Run 1, metal 1:
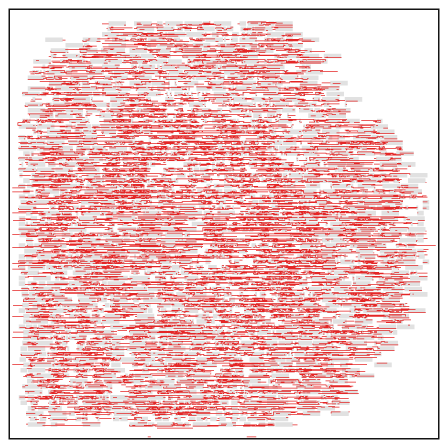
Run 1, M2 wires:
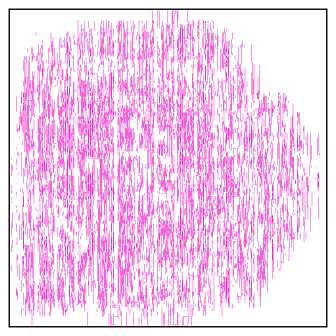
Run 1, met3 routing:
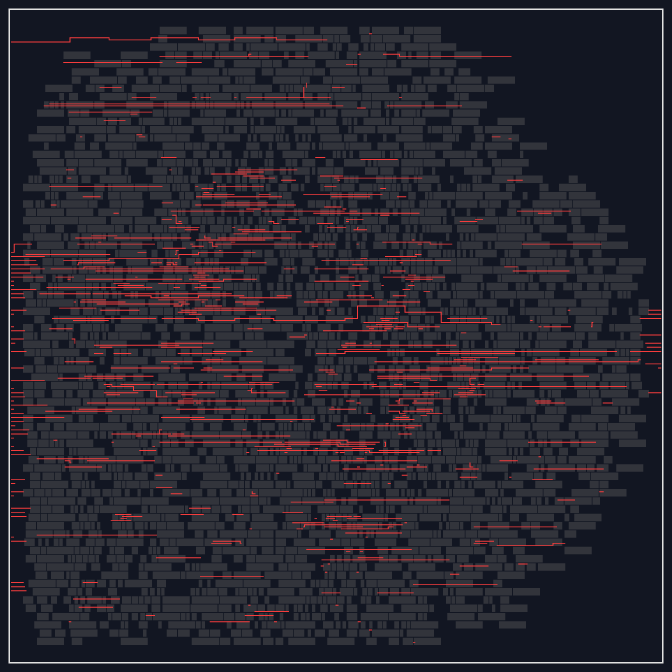
[src/rtl/fixed_decoder_pkg.sv]
// Shared types and constants for the multi-channel fixed-predictor decoder.
// Holds the FSM state enum, order encodings and the prediction width helper.
package fixed_decoder_pkg;

  typedef enum logic [1:0] {
    IDLE = 2'd0,
    RUN  = 2'd1,
    DONE = 2'd2
  } state_t;

  localparam int MAX_ORDER = 4;

  localparam logic [2:0] ORD0 = 3'd0;
  localparam logic [2:0] ORD1 = 3'd1;
  localparam logic [2:0] ORD2 = 3'd2;
  localparam logic [2:0] ORD3 = 3'd3;
  localparam logic [2:0] ORD4 = 3'd4;

  // Headroom for 4h1-6h2+4h3-h4 plus the residual.
  function automatic int pred_w(input int data_w);
    return data_w + 4;
  endfunction

endpackage

[src/rtl/fixed_predictor.sv]
// Combinational fixed-order predictor: residual + prediction from h1..h4.
// Ports: order, h1..h4 (most recent first), res in; sample out, wrapped to DATA_W.
module fixed_predictor
  import fixed_decoder_pkg::*;
#(
  parameter int DATA_W = 32
) (
  input  logic [2:0]               order,
  input  logic signed [DATA_W-1:0] h1,
  input  logic signed [DATA_W-1:0] h2,
  input  logic signed [DATA_W-1:0] h3,
  input  logic signed [DATA_W-1:0] h4,
  input  logic signed [DATA_W-1:0] res,
  output logic signed [DATA_W-1:0] sample
);

  localparam int PW = pred_w(DATA_W);

  logic signed [PW-1:0] e1, e2, e3, e4, er;
  logic signed [PW-1:0] pred;

  assign e1 = {{4{h1[DATA_W-1]}}, h1};
  assign e2 = {{4{h2[DATA_W-1]}}, h2};
  assign e3 = {{4{h3[DATA_W-1]}}, h3};
  assign e4 = {{4{h4[DATA_W-1]}}, h4};
  assign er = {{4{res[DATA_W-1]}}, res};

  always_comb begin
    pred = '0;
    case (order)
      ORD1: pred = e1;
      ORD2: pred = (e1 <<< 1) - e2;
      ORD3: pred = (e1 <<< 1) + e1
                 - (e2 <<< 1) - e2 + e3;
      ORD4: pred = (e1 <<< 2)
                 - (e2 <<< 2) - (e2 <<< 1)
                 + (e3 <<< 2) - e4;
      // Orders 0 and 5..7 predict zero.
      default: pred = '0;
    endcase
  end

  // Two's-complement wrap, no saturation.
  assign sample = DATA_W'(pred + er);

endmodule

[src/rtl/fixed_predictor_decoder_mc.sv]
// Multi-channel FLAC fixed-predictor decoder with valid/ready input.
// Ports: iClock/iReset, iStart/iOrder/iBlockSize, iValid/oReady/iSample, oData/oValid/oChannel/oDone.
module fixed_predictor_decoder_mc
  import fixed_decoder_pkg::*;
#(
  parameter int DATA_W   = 32,
  parameter int CHANNELS = 2,
  parameter int BS_W     = 16,
  localparam int CH_W = $clog2(CHANNELS > 2 ? CHANNELS : 2)
) (
  input  logic                      iClock,
  input  logic                      iReset,
  input  logic                      iStart,
  input  logic [3*CHANNELS-1:0]     iOrder,
  input  logic [BS_W-1:0]           iBlockSize,
  input  logic                      iValid,
  output logic                      oReady,
  input  logic signed [DATA_W-1:0]  iSample,
  output logic signed [DATA_W-1:0]  oData,
  output logic                      oValid,
  output logic [CH_W-1:0]           oChannel,
  output logic                      oDone
);

  // Banks padded to a power of two so ch_q indexes them exactly.
  localparam int NB = 1 << CH_W;

  state_t                   state;
  logic [3*NB-1:0]          ord_q;
  logic [BS_W-1:0]          bs_q;
  logic [BS_W-1:0]          idx_q;
  logic [CH_W-1:0]          ch_q;
  logic signed [DATA_W-1:0] hist [NB][4];

  logic [2:0]               ord_act;
  logic [2:0]               ord_eff;
  logic                     warm;
  logic                     last;
  logic signed [DATA_W-1:0] pred_s;
  logic signed [DATA_W-1:0] out_s;

  assign oReady  = (state == RUN);
  assign ord_act = ord_q[3*ch_q +: 3];
  assign ord_eff = (ord_act > ORD4) ? ORD0 : ord_act;
  assign warm    = idx_q < BS_W'(ord_eff);
  assign last    = (ch_q == CH_W'(CHANNELS - 1))
                && (idx_q == bs_q - BS_W'(1));
  assign out_s   = warm ? iSample : pred_s;

  fixed_predictor #(
    .DATA_W (DATA_W)
  ) u_pred (
    .order  (ord_eff),
    .h1     (hist[ch_q][0]),
    .h2     (hist[ch_q][1]),
    .h3     (hist[ch_q][2]),
    .h4     (hist[ch_q][3]),
    .res    (iSample),
    .sample (pred_s)
  );

  always_ff @(posedge iClock or posedge iReset) begin
    if (iReset) begin
      state    <= IDLE;
      ord_q    <= '0;
      bs_q     <= '0;
      idx_q    <= '0;
      ch_q     <= '0;
      oData    <= '0;
      oValid   <= 1'b0;
      oChannel <= '0;
      oDone    <= 1'b0;
      for (int c = 0; c < NB; c++)
        for (int k = 0; k < 4; k++)
          hist[c][k] <= '0;
    end else begin
      oValid <= 1'b0;
      oDone  <= 1'b0;
      unique case (state)
        IDLE: begin
          if (iStart) begin
            ord_q <= (3*NB)'(iOrder);
            bs_q  <= iBlockSize;
            idx_q <= '0;
            ch_q  <= '0;
            for (int c = 0; c < NB; c++)
              for (int k = 0; k < 4; k++)
                hist[c][k] <= '0;
            state <= (iBlockSize == '0) ? DONE : RUN;
          end
        end
        RUN: begin
          if (iValid) begin
            oData         <= out_s;
            oValid        <= 1'b1;
            oChannel      <= ch_q;
            hist[ch_q][0] <= out_s;
            hist[ch_q][1] <= hist[ch_q][0];
            hist[ch_q][2] <= hist[ch_q][1];
            hist[ch_q][3] <= hist[ch_q][2];
            if (last) begin
              state <= DONE;
            end else if (ch_q == CH_W'(CHANNELS - 1)) begin
              ch_q  <= '0;
              idx_q <= idx_q + BS_W'(1);
            end else begin
              ch_q <= ch_q + CH_W'(1);
            end
          end
        end
        DONE: begin
          oDone <= 1'b1;
          state <= IDLE;
        end
        default: state <= IDLE;
      endcase
    end
  end

endmodule

[config.mk]
export PLATFORM = sky130hd
export DESIGN_NAME = fixed_predictor_decoder_mc
export DESIGN_NICKNAME = d
export VERILOG_FILES = /design/src/rtl/fixed_decoder_pkg.sv /design/src/rtl/fixed_predictor.sv /design/src/rtl/fixed_predictor_decoder_mc.sv
export SDC_FILE = /design/constraint.sdc
export NUM_CORES = 1
export LEC_CHECK = 0
export CAP_MARGIN = 40
export CORE_MARGIN = 4
export CORE_UTILIZATION = 60
export DETAILED_ROUTE_END_ITERATION = 6
export GPL_ROUTABILITY_DRIVEN = 0
export PLACE_DENSITY = 0.8
export SYNTH_ARGS = -nofsm -noshare
export SYNTH_HDL_FRONTEND = slang
export SYNTH_SLANG_ARGS = --single-unit
[constraint.sdc]
create_clock -name iClock -period 14.1 [get_ports iClock]
set_input_delay 1.41 -clock iClock [delete_from_list [all_inputs] [get_ports iClock]]
set_output_delay 1.41 -clock iClock [all_outputs]
set_load 0.05 [all_outputs]
==> changes_impl.md, run 1 <==
## Flow update

* Status: finished, final reports clean
* Clock transition at path regs at about 0.07 ns
* Hold buffer count at cts at 0
* Synth Instances at between 2000 and 3000
* Syn Nets at between 2000 and 3000
* Vias per inst at between 6 and 7
* Worst r2r dst: hist[254]$_DFFE_PP0P_
* Met1 usage at around two fifths
* Met2 usage in global routing at 47.1%
* Final instance area at 28400 µm²
* Worst R2R Start: ch_q$_DFFE_PP0P_
* Nets at approximately 3000
* Hold wc startpoint: oData[18]$_DFFE_PP0P_
* Area share of the largest cell type after synthesis at between 30% and 40%
* Unrepaired setup endpoints after global routing: false
* GR peak layer: met2
* Fin crit period at just under 9 ns
* R2R cell count at 30
* Yosys Chip Area at around 26000 µm²
* Row cnt at 75
* Syn. warnings at 0
* CTS tree: built
* Crit path DAT at between 9 and 10 ns
* Dominant logic cell types in the final layout: dfrtp_1 (331), inv_1 (295), a22o_1 (194)
* Post-synthesis cell area at ~26000 µm²
* Top FF cell, synth: dfrtp_1
* Root cell of the clock tree: clkbuf_16
* I/O pin cnt at approximately 94
* Kind of critical path: flip-flop to flip-flop
* Pre-antenna DRT Iters at 6
* Fin. Hold Viols at 0
* CP endpoint kind: flip-flop
* Initial antenna violation count at 0
* Synth-to-Final Area Change at 10.8%
* Diodes inserted at 0
* Sequential area share after synthesis at between 30 and 40%
* Area leader, netlist: dfrtp_1
* Hold path depth at 2
* Vias in the first global route at between 20000 and 25000
* Post-CTS Repair Setup Buffers at 0
* Area contributors post-synth: dfrtp_1 (32%), fa_1 (14%), a22o_1 (6.6%)
* GRT overflow at 0
* Initial drt markers at 1712
* Final period utilization at between 60% and 70%
About 'metal 1':
wire length on this layer = 28.3 mm
longest straight run = 42.3 µm
nets with wire on the layer = 2854
share of all routed wire = 41%
main direction = horizontal

About 'M2 wires':
main direction = vertical
wire length on this layer = 31.7 mm
share of all routed wire = 46%
longest straight run = 68.0 µm
nets with wire on the layer = 2600

About 'met3 routing':
share of all routed wire = 7.9%
main direction = horizontal
met3 usage: 5.28%
Vias: 20400
WL final: 68.5 mm

-- run 1: state kept, by name (all words and copies together) (netlist names) --
| name | count |
|---|---|
| bs_q | 16 |
| idx_q | 16 |
| state | 2 |
| oData | 32 |
| ord_q | 6 |
| oValid | 1 |
| hist | 256 |
| oDone | 1 |
| ch_q | 1 |
| oChannel | 1 |
-- run 1: area by class of cell --
cell class / count / area [µm²]
Multi-Input combinational cell: 1842 / 15900
Tap cell: 539 / 674
Inverter: 297 / 1120
Clock buffer: 49 / 1050
Clock inverter: 19 / 186
Fill cell: 3164 / 13700
Timing Repair Buffer: 120 / 1250
Sequential cell: 332 / 8310
-- run 1: cell families after synthesis --
group,count (synthesis),synth area share (%)
AND-OR/OR-AND,722,20.1
AND/OR/NAND/NOR,500,9.20
buffers and inverters,412,6.11
flip-flops,332,32.4
adder cells (fa/ha/maj),312,20.5
multiplexers,160,6.74
XOR/XNOR,148,5.08
-- run 1: worst max-delay path by stage --
stage,cells after the start,to,startpoint,slack (ns)
after floorplan,1,bs_q[0]$_DFFE_PP0P_,iReset,3.49
after global placement,29,hist[254]$_DFFE_PP0P_,ch_q$_DFFE_PP0P_,5.40
after detailed placement,30,hist[254]$_DFFE_PP0P_,ch_q$_DFFE_PP0P_,5.42
after CTS,30,hist[254]$_DFFE_PP0P_,ch_q$_DFFE_PP0P_,5.37
after global routing,31,hist[254]$_DFFE_PP0P_,ch_q$_DFFE_PP0P_,4.93
final,30,hist[254]$_DFFE_PP0P_,ch_q$_DFFE_PP0P_,5.23
-- run 1: Yosys cell counts, drive strengths merged (17+ instances only) --
| library cell | count |
|---|---|
| dfrtp | 332 |
| inv | 297 |
| a22o | 194 |
| fa | 180 |
| nand2 | 180 |
| o21ai | 159 |
| ha | 132 |
| nor2 | 126 |
| a21oi | 122 |
| clkbuf | 98 |
| mux2 | 94 |
| xor2 | 78 |
| xnor2 | 70 |
| mux2i | 66 |
| a21o | 62 |
| nand3 | 36 |
| nor3 | 26 |
| and3 | 24 |
| nand4 | 21 |
| o21a | 21 |
| nand2b | 18 |
| buf | 17 |
-- run 1: critical path, delay by kind of cell (launching register included) --
family | cells | cell delay [ns]
mux | 2 | 0.80
fa+ha+maj | 5 | 2.24
compound gates | 14 | 3.40
simple gates | 4 | 1.03
buf+inv | 4 | 0.65
flops | 1 | 0.42
xor+xnor | 1 | 0.15
-- run 1: per-stage QoR --
step                      hold WS, ns  std cells  utilization [%]  setup WS, ns
after floorplan                 0.467       2586                -          3.49
after global placement          0.459       3124             64.2          5.40
after detailed placement        0.470       3130             64.6          5.42
after CTS                       0.482       3198             67.5          5.37
after global routing            0.513       3198             67.5          4.93
final                           0.479       3198             67.5          5.23
-- run 1: per-layer routing --
| metal | wire [µm] | share of wire, % |
|---|---|---|
| met1 | 28300 | 41 |
| met5 | 0 | 0 |
| met4 | 3100 | 4.5 |
| met3 | 5380 | 7.9 |
| met2 | 31700 | 46 |
Run 1, met4 routing:
Scale bar: 50 µm.
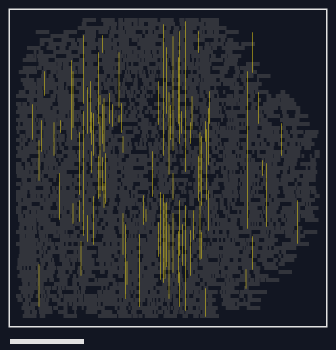

## Run 2: what changed since run 1
clock period = 8.9 ns   (was 14.1 ns; I/O delays follow)
Run 2, met4 routing:
Scale bar: 50 µm.
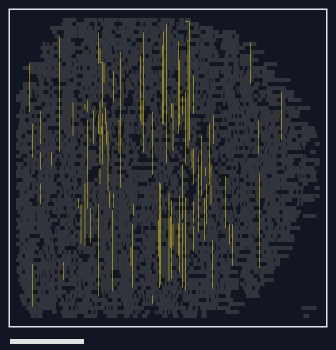
main direction = vertical
longest straight run = 93.8 µm

==> changes_impl.md, run 2 <==
## Flow update

* Fin crit period at 8.58 ns (-0.287 ns)
* Flop area at 8310 µm² (unchanged)
* Top cells by count: dfrtp_1 (332), inv_1 (296), a22o_1 (194)
* Final instance area at 28500 µm² (+0.16%)
* Top reg by flops: hist
* Final core utilization at 67.6% (+0.11 points)
* Hold wc startpoint: oData[12]$_DFFE_PP0P_
* I/O pin cnt at 94 (unchanged)
* Largest registers: hist: 256 flops, oData: 32 flops
* Final worst setup slack at 0.320 ns (-4.91 ns)
* Dpl ws at 0.253 ns (-5.16 ns)
* Syn. warnings at 0 (unchanged)
* Area leader, netlist: dfrtp_1
* Logic area at 15900 µm² (+0.12%)
* Filler Cell Count at 3117 (-1.5%)
* GRT overflow at 0 (unchanged)
* Worst R2R Start: ch_q$_DFFE_PP0P_
* Yosys Chip Area at 25700 µm² (unchanged)
* Synth Instances at 2586 (unchanged)
* Pre-antenna DRT Iters at 6 (unchanged)
* CP endpoint kind: flip-flop
* Fin. Hold Viols at 0 (unchanged)
* Unrepaired setup endpoints after global routing: false
* Area contributors post-synth: dfrtp_1 (32%), fa_1 (14%), a22o_1 (6.6%)
* Clock transition at path regs at 0.07 ns (about the same)
* Root cell of the clock tree: clkbuf_16
* Max FFs per register at 256 (unchanged)
* Final Non-Filler Cells at 3208 (+0.31%)
* Final period utilization at 96.4% (+34 points)
* Sequential area share after synthesis at 32.4% (unchanged)
* Status: finished, final reports clean
* Critical path launch point: ch_q$_DFFE_PP0P_
* Row cnt at 75 (unchanged)
* CP top delay family: AND-OR/OR-AND gates
* Hold buffer count at cts at 0 (unchanged)
Run 2, metal 1:
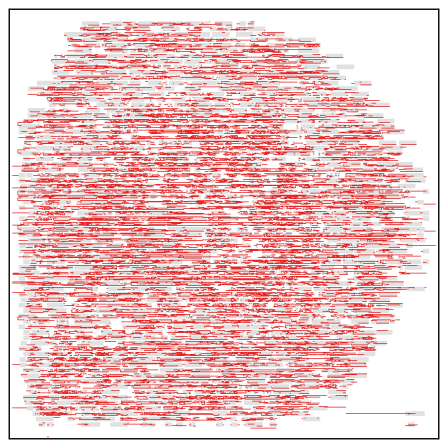
wire length on this layer = 28.5 mm
main direction = horizontal
share of all routed wire = 42%
nets with wire on the layer = 2877
WL final: 68.0 mm
met1 usage: 41.2%
Vias: 20500

## run 2: cell counts after synthesis
Identical to the previous run, type by type.
## run 2: layer usage
metal / GRT usage (%) / up-vias / share of wire (%)
met1: 41.2 / 10200 / 42
met3: 4.79 / 195 / 8.1
met2: 46.6 / 866 / 46
met4: 11.9 / 0 / 4.3
li1: - / 9202 / -
met5: 0 / - / 0
## run 2: cell families after synthesis
family,Yosys count,synth area share [%]
muxes,160,6.74
DFF,332,32.4
xor gates and xnor gates,148,5.08
adders and majority gates,312,20.5
AOI/OAI and AO/OA,722,20.1
and+or+nand+nor,500,9.20
buffers and inverters,412,6.11
## run 2: repair_timing
| action | 4_1_cts | 5_1_grt |
|---|---|---|
| resized | 0 | 4 |
| setup endpoints to repair | 0 | 9 |
| setup buffers | 0 | 1 |
## run 2: worst paths after layout
| path | to | cells after the start | slack (ns) |
|---|---|---|---|
| worst min register to register | oData[12]$_DFFE_PP0P_ | 2 | 0.48 |
| min in group asynchronous | hist[201]$_DFFE_PP0P_ | 3 | 0.97 |
| worst max-delay path | hist[254]$_DFFE_PP0P_ | 28 | 0.32 |
| worst max register to register | hist[254]$_DFFE_PP0P_ | 28 | 0.32 |
| worst min-delay path | oData[12]$_DFFE_PP0P_ | 2 | 0.48 |
| max in group asynchronous | hist[50]$_DFFE_PP0P_ | 5 | 6.63 |
## run 2: tightest hold or removal path: cells and delay by family, from the launching register on
kind,cells,cell delay (ns)
DFF,1,0.34
and+or+nand+nor,1,0.04
AOI/OAI and AO/OA,1,0.06
## run 2: layout make-up
type | instances | area share (%)
timing repair buffer | 135 | 4.63
tap | 539 | 2.37
clock buffer | 52 | 3.58
sequential | 332 | 29.2
inverter | 297 | 3.93
multi-input combinational | 1842 | 55.7
clock inverter | 11 | 0.615
Run 2, congestion heat map:
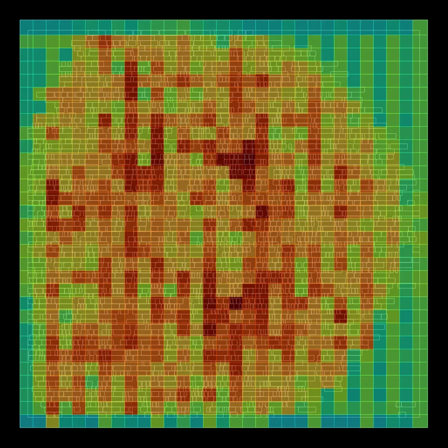

## Run 3: what changed since run 2
CTS_CLUSTER_SIZE = 14   (was not set)
DONT_BUFFER_PORTS = 1   (was not set)
PLACE_DENSITY = 0.77   (was 0.8)
Run 3, congestion heat map:
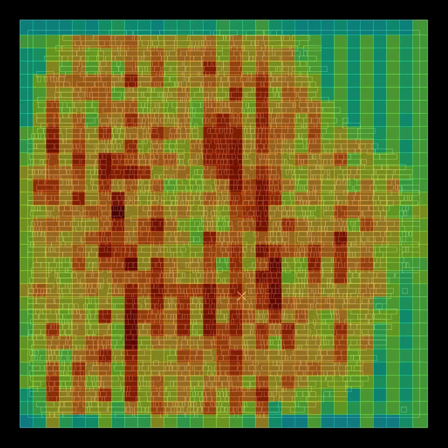
met2 usage in global routing: 47.5%
GR peak layer: met2
met3 usage: 6.82%
DR WL/cell: 21.8 µm
met1 usage: 39.6%

Run 3, met4 routing:
Scale bar: 50 µm.
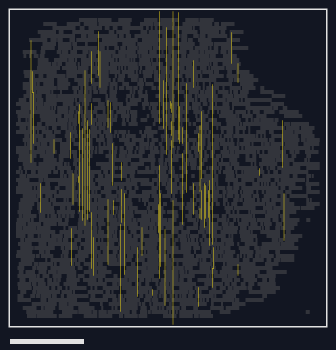
share of all routed wire = 3.7%
longest straight run = 109 µm
main direction = vertical
nets with wire on the layer = 52

==> changes_impl.md, run 3 <==
## Flow update

* Status: finished with violations
* Failing checks: DRC
* Diodes inserted at 0
* I/O pin cnt at 94 (unchanged)
* Unrepaired setup endpoints after global routing: false
* Kind of critical path: flip-flop to flip-flop
* Clock transition at path regs at 0.06 ns (about the same)
* Clock tree buffer depth at 3
* Area share of the largest cell type after synthesis at roughly a third
* Synth Instances at 2586 (unchanged)
* Row cnt at 75 (unchanged)
* Max FFs per register at 256 (unchanged)
* Worst R2R Start: ch_q$_DFFE_PP0P_
* Yosys Chip Area at 25700 µm² (unchanged)
* Tool warning count at 31
* R2R cell count at 28 (unchanged)
* Post-synthesis cell area at between 20000 and 30000 µm²
* Crit path launch type: flip-flop
* Fmax at 118 MHz
* Final period utilization at 95.6% (-0.85 points)
* Filler Cell Count at 3209 (+3.0%)
* Top FF cell, synth: dfrtp_1
* Post-synth ARST share at 100%
* Syn. warnings at 0 (unchanged)
* Largest registers: hist: 256 flops, oData: 32 flops
* DRC errors left at 5
* Top cells by count: dfrtp_1 (332), inv_1 (296), a22o_1 (194)
* GRT overflow at 0 (unchanged)
* Die Wd at around 210 µm
* Worst r2r dst: hist[254]$_DFFE_PP0P_
* Top reg by flops: hist
* CP endpoint kind: flip-flop
* Root cell of the clock tree: clkbuf_16
* Largest net degree at the start of global routing at approximately 180
* Area contributors post-synth: dfrtp_1 (32%), fa_1 (14%), a22o_1 (6.6%)
* Area leader, netlist: dfrtp_1
* WL final at 67.6 mm (-0.61%)
* Fin crit period at 8.50 ns (-0.0754 ns)
* Critical path data required time at ~9.4 ns
* Sequential area share after synthesis at 32.4% (unchanged)
* Pre-antenna DRT Iters at 7 (+1)
* I/O Buffers at 0
* CTS buffer count at 37
* Vias at 19800 (-3.3%)
* Number of cells in Yosys stat at 2586
* Initial antenna violation count at 0
* R2R Setup Slk at 0.40 ns (+0.08 ns)
* Final core utilization at 65.5% (-2.2 points)
* Fin. Hold Viols at 0 (unchanged)
[run 3: area by class of cell]
class	instances	area, µm²	share of cell area [%]
Clock buffer	45	1010	3.65
Clock inverter	21	305	1.11
Inverter	297	1120	4.06
Multi-Input combinational cell	1842	15900	57.5
Sequential cell	332	8310	30.1
Tap cell	539	674	2.44
Timing Repair Buffer	32	305	1.11
[run 3: layer usage]
| layer | part of all wire [%] | vias to the layer above | GRT usage, % |
|---|---|---|---|
| li1 | - | 8982 | - |
| met1 | 40 | 9833 | 39.6 |
| met2 | 47 | 841 | 47.5 |
| met3 | 9.4 | 156 | 6.82 |
| met4 | 3.7 | 0 | 9.88 |
| met5 | 0 | - | 0 |
[run 3: worst max-delay path, delay by kind of cell, from the launching register on]
family / cells / cell delay, ns
muxes: 2 / 0.78
buffers and inverters: 2 / 0.22
xor gates and xnor gates: 1 / 0.15
DFF: 1 / 0.67
adders and majority gates: 5 / 2.27
AOI/OAI and AO/OA: 14 / 3.26
and+or+nand+nor: 4 / 1.00
[run 3: worst max path at each step]
stage,startpoint,endpoint,slack [ns],cells after the start
final,ch_q$_DFFE_PP0P_,hist[254]$_DFFE_PP0P_,0.40,28
after global routing,ch_q$_DFFE_PP0P_,hist[127]$_DFFE_PP0P_,0.05,31
after CTS,ch_q$_DFFE_PP0P_,hist[254]$_DFFE_PP0P_,0.35,28
after detailed placement,ch_q$_DFFE_PP0P_,hist[254]$_DFFE_PP0P_,0.40,28
after global placement,ch_q$_DFFE_PP0P_,hist[254]$_DFFE_PP0P_,0.60,30
after floorplan,ch_q$_DFFE_PP0P_,hist[254]$_DFFE_PP0P_,0.02,36
[run 3: logic make-up after synthesis]
| logic type | count (synthesis) | share of synthesized area [%] |
|---|---|---|
| adders and majority gates | 312 | 20.5 |
| and+or+nand+nor | 500 | 9.20 |
| AOI/OAI and AO/OA | 722 | 20.1 |
| xor gates and xnor gates | 148 | 5.08 |
| DFF | 332 | 32.4 |
| buffers and inverters | 412 | 6.11 |
| muxes | 160 | 6.74 |
[run 3: per-stage QoR]
| stage | cell area [µm²] | hold slack, ns | std cells | worst slack, ns |
|---|---|---|---|---|
| 2_1_floorplan | 25700 | 0.467 | 2586 | 0.0196 |
| 3_3_place_gp | 26200 | 0.483 | 3038 | 0.599 |
| 3_5_place_dp | 26200 | 0.485 | 3041 | 0.397 |
| 4_1_cts | 27600 | 0.355 | 3107 | 0.348 |
| 5_1_grt | 27600 | 0.405 | 3108 | 0.0454 |
| 6_report | 27600 | 0.351 | 3108 | 0.396 |
[run 3: what timing repair did]
action	CTS	global route
hold buffers	0	0
setup endpoints to repair	0	15
buffers inserted	0	1
resized	0	1
